File: config.mk
export PLATFORM = sky130hd
export DESIGN_NAME = serial_subtractor
export DESIGN_NICKNAME = d
export VERILOG_FILES = /design/src/rtl/serial_subtractor.sv
export SDC_FILE = /design/constraint.sdc
export NUM_CORES = 1
export LEC_CHECK = 0
export CORE_ASPECT_RATIO = 0.7
export CORE_UTILIZATION = 43
export DETAILED_ROUTE_END_ITERATION = 10
export PLACE_DENSITY_LB_ADDON = 0.1
export SLEW_MARGIN = 30
export SYNTH_ARGS = -nofsm -noshare
export SYNTH_HDL_FRONTEND = slang
export SYNTH_SLANG_ARGS = --single-unit
File: constraint.sdc
create_clock -name clk -period 1.2 [get_ports clk]
set_clock_uncertainty 0.05 [all_clocks]
set_input_delay 0.24 -clock clk [delete_from_list [all_inputs] [get_ports clk]]
set_output_delay 0.24 -clock clk [all_outputs]
set_load 0.005 [all_outputs]
File: src/rtl/serial_subtractor.sv
// serial_subtractor: bit-serial WIDTH-bit subtractor, diff = a - b - bin.
// One full-subtractor cell plus a borrow flop processes one bit per clock,
// LSB first, behind a start/done handshake.
//
// Optional feature: define SERIAL_SUB_OVF_EN to add the signed-overflow
// output ovf. Without the macro the port and its logic do not exist.
//
// Ports:
//   clk    - clock, rising edge
//   rst_n  - synchronous active-low reset
//   start  - request, sampled only while ready=1
//   a, b   - minuend / subtrahend, captured on the accepting edge
//   bin    - borrow-in, captured on the accepting edge
//   ready  - can accept start (IDLE or DONE)
//   busy   - subtraction in progress (RUN)
//   done   - one-cycle pulse, result valid
//   diff   - result, held from done until the next completion
//   bout   - final borrow-out, held with diff
//   ovf    - signed overflow (SERIAL_SUB_OVF_EN only)
module serial_subtractor #(
  parameter int WIDTH = 4
) (
  input  logic             clk,
  input  logic             rst_n,
  input  logic             start,
  input  logic [WIDTH-1:0] a,
  input  logic [WIDTH-1:0] b,
  input  logic             bin,
  output logic             ready,
  output logic             busy,
  output logic             done,
  output logic [WIDTH-1:0] diff,
  output logic             bout
`ifdef SERIAL_SUB_OVF_EN
  ,
  output logic             ovf
`endif
);

  // Counter must hold 0..WIDTH-1; keep at least one bit for WIDTH=1.
  localparam int CW = (WIDTH > 1) ? $clog2(WIDTH) : 1;

  typedef enum logic [1:0] {S_IDLE, S_RUN, S_DONE} state_t;

  state_t            state_q, state_d;
  logic [WIDTH-1:0]  a_sh_q, a_sh_d;
  logic [WIDTH-1:0]  b_sh_q, b_sh_d;
  logic [WIDTH-1:0]  res_q, res_d;
  logic              br_q, br_d;
  logic [CW-1:0]     cnt_q, cnt_d;
  logic [WIDTH-1:0]  diff_q, diff_d;
  logic              bout_q, bout_d;
  logic              ready_q, ready_d;
  logic              busy_q, busy_d;
  logic              done_q, done_d;
`ifdef SERIAL_SUB_OVF_EN
  logic              ovf_q, ovf_d;
`endif

  logic             d_bit;
  logic             br_nxt;
  logic             last;
  logic [WIDTH-1:0] res_shift;

  // Full-subtractor cell on the current LSBs.
  assign d_bit     = a_sh_q[0] ^ b_sh_q[0] ^ br_q;
  assign br_nxt    = (~a_sh_q[0] & b_sh_q[0]) | (~(a_sh_q[0] ^ b_sh_q[0]) & br_q);
  assign last      = (cnt_q == CW'(WIDTH - 1));
  // New bit enters at the MSB so that after WIDTH shifts bit 0 sits at [0].
  assign res_shift = (res_q >> 1) | (WIDTH'(d_bit) << (WIDTH - 1));

  always_comb begin
    state_d = state_q;
    a_sh_d  = a_sh_q;
    b_sh_d  = b_sh_q;
    res_d   = res_q;
    br_d    = br_q;
    cnt_d   = cnt_q;
    diff_d  = diff_q;
    bout_d  = bout_q;
`ifdef SERIAL_SUB_OVF_EN
    ovf_d   = ovf_q;
`endif
    case (state_q)
      S_IDLE, S_DONE: begin
        if (start) begin
          a_sh_d  = a;
          b_sh_d  = b;
          br_d    = bin;
          cnt_d   = '0;
          state_d = S_RUN;
        end else begin
          state_d = S_IDLE;
        end
      end
      S_RUN: begin
        res_d  = res_shift;
        a_sh_d = a_sh_q >> 1;
        b_sh_d = b_sh_q >> 1;
        br_d   = br_nxt;
        if (last) begin
          state_d = S_DONE;
          diff_d  = res_shift;
          bout_d  = br_nxt;
`ifdef SERIAL_SUB_OVF_EN
          // On the last edge the shift registers' LSBs are the operand MSBs.
          ovf_d   = (a_sh_q[0] != b_sh_q[0]) && (d_bit != a_sh_q[0]);
`endif
        end else begin
          cnt_d = cnt_q + CW'(1);
        end
      end
      default: state_d = S_IDLE;
    endcase
    ready_d = (state_d != S_RUN);
    busy_d  = (state_d == S_RUN);
    done_d  = (state_d == S_DONE);
  end

  always_ff @(posedge clk) begin
    if (!rst_n) begin
      state_q <= S_IDLE;
      a_sh_q  <= '0;
      b_sh_q  <= '0;
      res_q   <= '0;
      br_q    <= 1'b0;
      cnt_q   <= '0;
      diff_q  <= '0;
      bout_q  <= 1'b0;
      ready_q <= 1'b1;
      busy_q  <= 1'b0;
      done_q  <= 1'b0;
`ifdef SERIAL_SUB_OVF_EN
      ovf_q   <= 1'b0;
`endif
    end else begin
      state_q <= state_d;
      a_sh_q  <= a_sh_d;
      b_sh_q  <= b_sh_d;
      res_q   <= res_d;
      br_q    <= br_d;
      cnt_q   <= cnt_d;
      diff_q  <= diff_d;
      bout_q  <= bout_d;
      ready_q <= ready_d;
      busy_q  <= busy_d;
      done_q  <= done_d;
`ifdef SERIAL_SUB_OVF_EN
      ovf_q   <= ovf_d;
`endif
    end
  end

  assign ready = ready_q;
  assign busy  = busy_q;
  assign done  = done_q;
  assign diff  = diff_q;
  assign bout  = bout_q;
`ifdef SERIAL_SUB_OVF_EN
  assign ovf   = ovf_q;
`endif

endmodule
Run 1, clock wiring as the flow saved it:
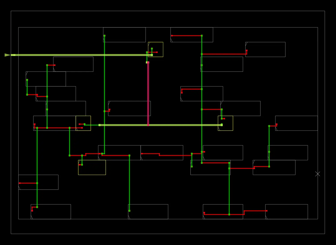
number of flip-flops and latches: 24
total clock network power: 0.432 mW
clk_lat worst skew: 0.32 ns
CTS Buf Count: 3
Num Clock Sinks: 24

Run 1, routed metal per tile:
12 x 8 tiles, from dark blue (low) to red (high), scaled to the fullest tile. Values are wire area over tile area, all layers added.
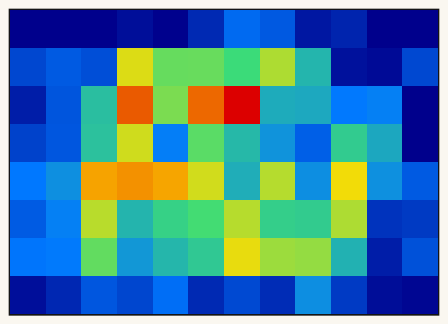
fullest tile = 0.37
tiles over half the peak = 25%
mean over tiles = 0.12
emptiest ninth of the die = upper right

==> design notes, run 1 <==
The logic depth of the worst register-to-register path works out to 4. The total die area came out at 0.00238 mm2. In this run the worst setup path begins at b_sh_q[0]. Sorting the synthesized cells by how often they occur yields nand2_1, dfxtp_1, a21oi_1, a31oi_1, o21ai_0. The most used flip-flop cell after synthesis was dfxtp_1.

The part of the Yosys area used for sequential elements was 0.511; the residual DRC count was 1. The run gives 110 as the instance tally after logic synthesis. CTS reports a maximum clock tree buffer depth of 2. The run gives 148 as the net count reported at finish.

The layout inverter count without the clock tree came out at 5. The reg-to-reg setup timing slack was -0.01 ns; the die width was 57.9 um. The most common logic cells in the final layout are nand2_1, dfxtp_1, a21oi_1. For the final worst setup slack, the log shows -0.0126 ns.

The cell taking the most area after synthesis is dfxtp_1. The startpoint of the most critical register-to-register path was b_sh_q[0]. The fraction of cell area in non-clock buffers was 0.183; the final max-slew violation count was 0. The final reports fail on DRC, setup timing. At floorplan, the net count of the design was reported as 124. The synth_stat.txt file lists the number of cells as 110. The run gives 0 for the multiplexer fraction of the synthesized cell area. The placement summary gives the final routability congestion estimate as 0.798. For reference, the most critical setup path is categorized as reg -> reg. Summing internal, switching and leakage power gives 1.53 mW.

In this run, post-CTS repair resized a total of 22 instances. The capture point of the critical path was reported as diff[3]. The fraction of the core area occupied by cells at floorplan came out at 0.481.

For this run, the chip area from Yosys synthesis comes to 940 um2. The multi-input logic area was 425 um2. Ranked by total cell area, the synthesized netlist is headed by dfxtp_1, nand2_1, a21oi_1, a31oi_1, o21ai_0.

Synthesis inferred 24 register bits. The run gives 494 um2 for the combined flip-flop and latch cell area. The worst hold path begins at a[3]. TritonCTS built the clock tree. The ratio of final minimum period to clock period was 1.01. Number of global-route vias before repair: 662.

Dominant kind of combinational cell: simple AND/OR/NAND/NOR gates. In this run the tools logged warnings totalling 28. The path class of the tightest hold or removal check is in -> reg. The fraction of the mapped netlist area in simple logic gates came out at 0.218.

With the adder-cell share of the synthesized area at 0.0346, the detailed-routing iteration count for the pre-antenna-repair pass is 7. The final hold slack is 0.403 ns, and the antenna violation net count after detailed routing is 0. The timing report gives the clock slew at the launch and capture registers of the worst setup and hold paths as 0.13 ns.

Initial antenna violation count: 0. The register fraction of the total cell area works out to 0.403. The met1 usage was 0.209; the number of diodes added for antenna fixing was 0. The proportion of layout cells with a drive suffix above 1 was 0.278; the count of final hold-check violations was 0. The shortest period the worst path allows is 1.21 ns, and the share of the core filled with cells is 0.629. The required time of the critical path came out at 1.41 ns.

The first global-routing pass estimated 2.89 mm of wire. The worst setup path is captured at a flip-flop. The post-synthesis share of cell area spent on and-or and or-and gates is 0.172, and the average wire per cell in the routed design is 11.8 um. With the area of the core region at 0.00195 mm2, the iteration-0 DRC count of the detailed router is 25. For the number of different library cells in the post-synthesis netlist, the log shows 22.

The run gives 3 for the number of endpoints failing setup at the final stage. The flow ran to the end, but the final reports show violations. Per the CTS log, the root buffer master is clkbuf_4. The synthesis stats list as the most numerous cell nand2_1. The worst hold path was traced through 3 stages.
Run 1, routed metal, one color a layer:
Only two layers are drawn.
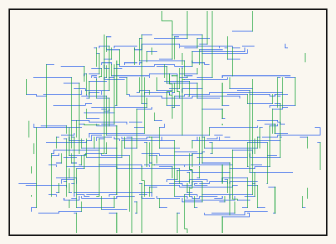
blue -> metal 1  # wire length 960 um
green -> metal 2  # wire length 766 um

Run 1, port wiring:
The bar under the picture is 20 um long.
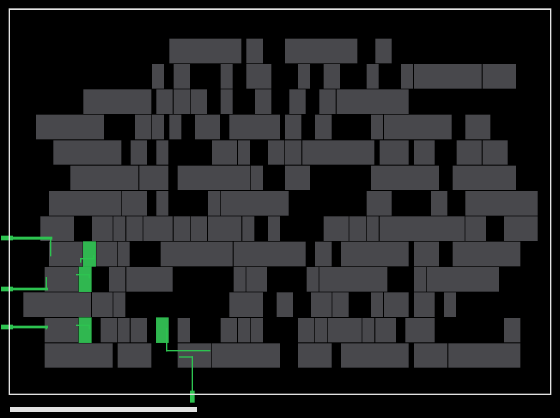
green -> `b`  # direction input, edge 3 left, 1 bottom, end cells 4, buffers 4, wire 31.5 um
buffers added on ports: 19
I/O pin total: 20

-- run 1: state kept, by name, indices dropped and copies added (netlist names) --
register and count:
b_sh_q 4, res_q 3, cnt_q 2, br_q 1
done 1, bout 1, ready 1, a_sh_q 4
busy 1, diff 4, state_q 2
-- run 1: critical path: stages, from the launching register on --
cell,delay [ns]
dfxtp_2,0.36
inv_2,0.04
fa_1,0.52
nand3_1,0.07
a21oi_1,0.12
-- run 1: power by group --
| part | internal [mW] | total, mW | switching (mW) |
|---|---|---|---|
| clock | 0.186 | 0.432 | 0.247 |
| combinational | 0.118 | 0.225 | 0.107 |
| sequential | 0.844 | 0.871 | 0.0274 |
| total | 1.15 | 1.53 | 0.381 |
-- run 1: per-layer routing --
metal	vias to the layer above	wire length [um]
li1	411	-
met1	357	960
met2	15	766
met3	2	87
met4	0	11
met5	-	0
==> run 1 -> run 2 <==
--- a/config.mk
+++ b/config.mk
@@ -8,6 +8,7 @@
 export CORE_ASPECT_RATIO = 0.7
 export CORE_UTILIZATION = 43
 export DETAILED_ROUTE_END_ITERATION = 10
+export HOLD_SLACK_MARGIN = 0.05
 export PLACE_DENSITY_LB_ADDON = 0.1
 export SLEW_MARGIN = 30
 export SYNTH_ARGS = -nofsm -noshare
Run 2, port wiring:
The bar under the picture is 20 um long.
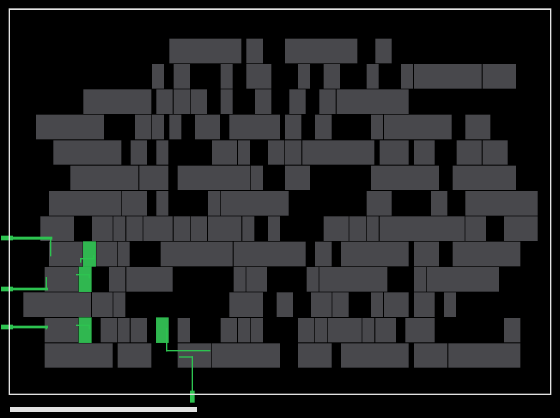
green -> `b`  # direction input, edge 3 left, 1 bottom, end cells 4, buffers 4, wire 31.5 um

==> design notes, run 2 <==
The run finished, with violations left. Violations in the final reports: DRC, setup timing (unchanged). The layout inverter count without the clock tree was 5 (unchanged). Instance tally after logic synthesis: 110 (unchanged). The cell family with the largest share of critical-path delay was adder cells (unchanged). The tools report the count of final hold-check violations as 0 (unchanged).

Switching power total: 0.381 mW (unchanged). The cell taking the most area after synthesis is dfxtp_1 (unchanged). The clock edge transition at the registers on the reported setup and hold paths was 0.13 ns (about the same).

The combinational power is 0.225 mW (about the same). The final worst setup slack came out at -0.0126 ns (unchanged). The tools report the master cell of the clock root buffer as clkbuf_4 (unchanged).

The global placer's final weighted congestion came out at 0.798 (unchanged). The reg-to-reg setup timing slack was -0.01 ns (about the same). Leading power group: sequential cells (unchanged).

The cell with the biggest individual delay on the critical path was fa_1 (unchanged). The fraction of area in multi-input gates was 0.347 (unchanged). For the final max-slew violation count, the log shows 0 (unchanged). The total power consumption of the routed design was 1.53 mW (unchanged). The final hold slack is 0.403 ns (unchanged), and the switching power share of the total is 0.249 (unchanged).

The register fraction of the total cell area is 0.403 (unchanged), and the max-slew headroom at the worst pin is 0.800 (unchanged). The run gives 0.209 (unchanged) as the met1 usage. The fraction of cell area in non-clock buffers is 0.183 (unchanged).

Combined flip-flop and latch cell area: 494 um2 (unchanged). The tools report the fraction of the core area occupied by cells at floorplan as 0.481 (unchanged). The logs give 87 um (unchanged) for the total length of routed met3 wires and 0.147 (about the same) for the portion of total power attributed to combinational logic. Die width: 57.9 um (unchanged). The cell class with the largest area share was flip-flops and latches (unchanged).

The delay contributed by the slowest stage of the critical path came out at 0.52 ns (about the same). CP cell instances: inv_2 -> fa_1 -> nand3_1 -> a21oi_1 (unchanged). With the global-route wire length before repair at 2.89 mm (unchanged), the iteration-0 DRC count of the detailed router is 25 (unchanged). The residual DRC count was 1 (unchanged); the ratio of final minimum period to clock period was 1.01 (unchanged).

The class of the most critical hold timing path was in -> reg (unchanged). The logs give 1.15 mW (unchanged) for the internal power summed over all cells and 148 (unchanged) for the net count reported at finish. The total die area is 0.00238 mm2 (unchanged), and the shortest period the worst path allows is 1.21 ns (unchanged). The run gives 0.570 (about the same) for the part of the total power dissipated in sequential elements. The initial antenna violation count came out at 0 (unchanged). Number of endpoints failing setup at the final stage: 3 (unchanged). The most used flip-flop cell after synthesis was dfxtp_1 (unchanged). For the proportion of power drawn by the clock network, the log shows 0.283 (about the same). The logs give 960 um (unchanged) for the routed metal-1 wirelength and 940 um2 (unchanged) for the area figure in the yosys stat output. For the net count of the mapped netlist, the log shows 124 (unchanged). Number of cell rows: 13 (unchanged). For the multi-input logic area, the log shows 425 um2 (unchanged).

The tools report the share of the core filled with cells as 0.629 (unchanged). TritonCTS built the clock tree. The logs give 110 (unchanged) for the cell count listed in synth_stat.txt and 2 (unchanged) for the maximum clock path buffer count. Via total after detailed routing: 785 (unchanged). The uppermost layer routed was met4 (unchanged). Average wire per cell in the routed design: 11.8 um (unchanged).

The run gives 0.511 (unchanged) as the part of the Yosys area used for sequential elements. Top cell type by instance count after synthesis: nand2_1 (unchanged). The number of global-route vias before repair is 662 (unchanged). The number of different library cells in the post-synthesis netlist was 22 (unchanged); the post-synthesis area per instance was 8.54 um2 (unchanged).

The worst setup slack before clock tree synthesis is -0.218 ns (unchanged). The clock distribution power is 0.432 mW (about the same). Number of OpenROAD warnings: 28 (unchanged). With the total I/O pin count at 20 (unchanged), the area of the core region is 0.00195 mm2 (unchanged). The number of buffers added by the clock tree synthesis step was 3 (unchanged). Leading post-synthesis cells by instance count: nand2_1, dfxtp_1, a21oi_1, a31oi_1, o21ai_0 (unchanged). The run gives 0 (unchanged) for the number of diodes added for antenna fixing.

The amount of wire on met2 after detailed routing came out at 766 um (unchanged). The critical path capture point type is a flip-flop (unchanged). The multi-input combinational gate total came out at 74 (unchanged).

Most common logic cells in the final layout: nand2_1, dfxtp_1, a21oi_1 (unchanged). Main area contributors: dfxtp_1, nand2_1, a21oi_1, a31oi_1, o21ai_0 (unchanged). Most common cell after layout, fill and taps aside: nand2_1 (unchanged). The overall routed net length is 1.83 mm (unchanged), and the proportion of layout cells with a drive suffix above 1 is 0.278 (unchanged). Antenna violation net count after detailed routing: 0 (unchanged). The run gives 24 (unchanged) as the number of clock sinks seen by CTS. The post-synthesis sequential element count is 24 (unchanged), and the required time of the critical path is 1.41 ns (about the same). The run gives 5.06 (unchanged) for the average vias per placed instance. The tools report the clock network latency to the later pin of the worst-skew pair as 0.32 ns (about the same). The run gives 19 (unchanged) for the number of I/O port buffers. The count of buffer and inverter cells on the critical path came out at 1 (unchanged). The detailed-routing iteration count for the pre-antenna-repair pass is 7 (unchanged).

The final sequential cell count was 24 (unchanged); the sequential power was 0.871 mW (about the same). The path type of the worst setup path was reg -> reg (unchanged).
==> run 2: final timing paths <==
path              cells past startpoint        end       from
setup / recovery                      4    diff[3]  b_sh_q[0]
setup reg to reg                      4    diff[3]  b_sh_q[0]
hold reg to reg                       2  a_sh_q[3]  a_sh_q[3]
hold / removal                        3  a_sh_q[3]       a[3]
==> run 2: cell families (layout without fill, tap and decap cells) <==
logic type / after synthesis / in the layout / synth area share
adders and majority gates: 2 / 2 / 0.0346
AOI/OAI and AO/OA: 28 / 28 / 0.172
DFF: 24 / 24 / 0.511
and+or+nand+nor: 44 / 44 / 0.218
buffers and inverters: 12 / 35 / 0.0639
==> run 2: timing repair <==
item / 4_1_cts / 5_1_grt
resized: 22 / 17
setup endpoints to repair: 15 / 20
hold buffers: 0 / 0
pin swaps: 4 / 3
Power and IR drop assume default switching activity.
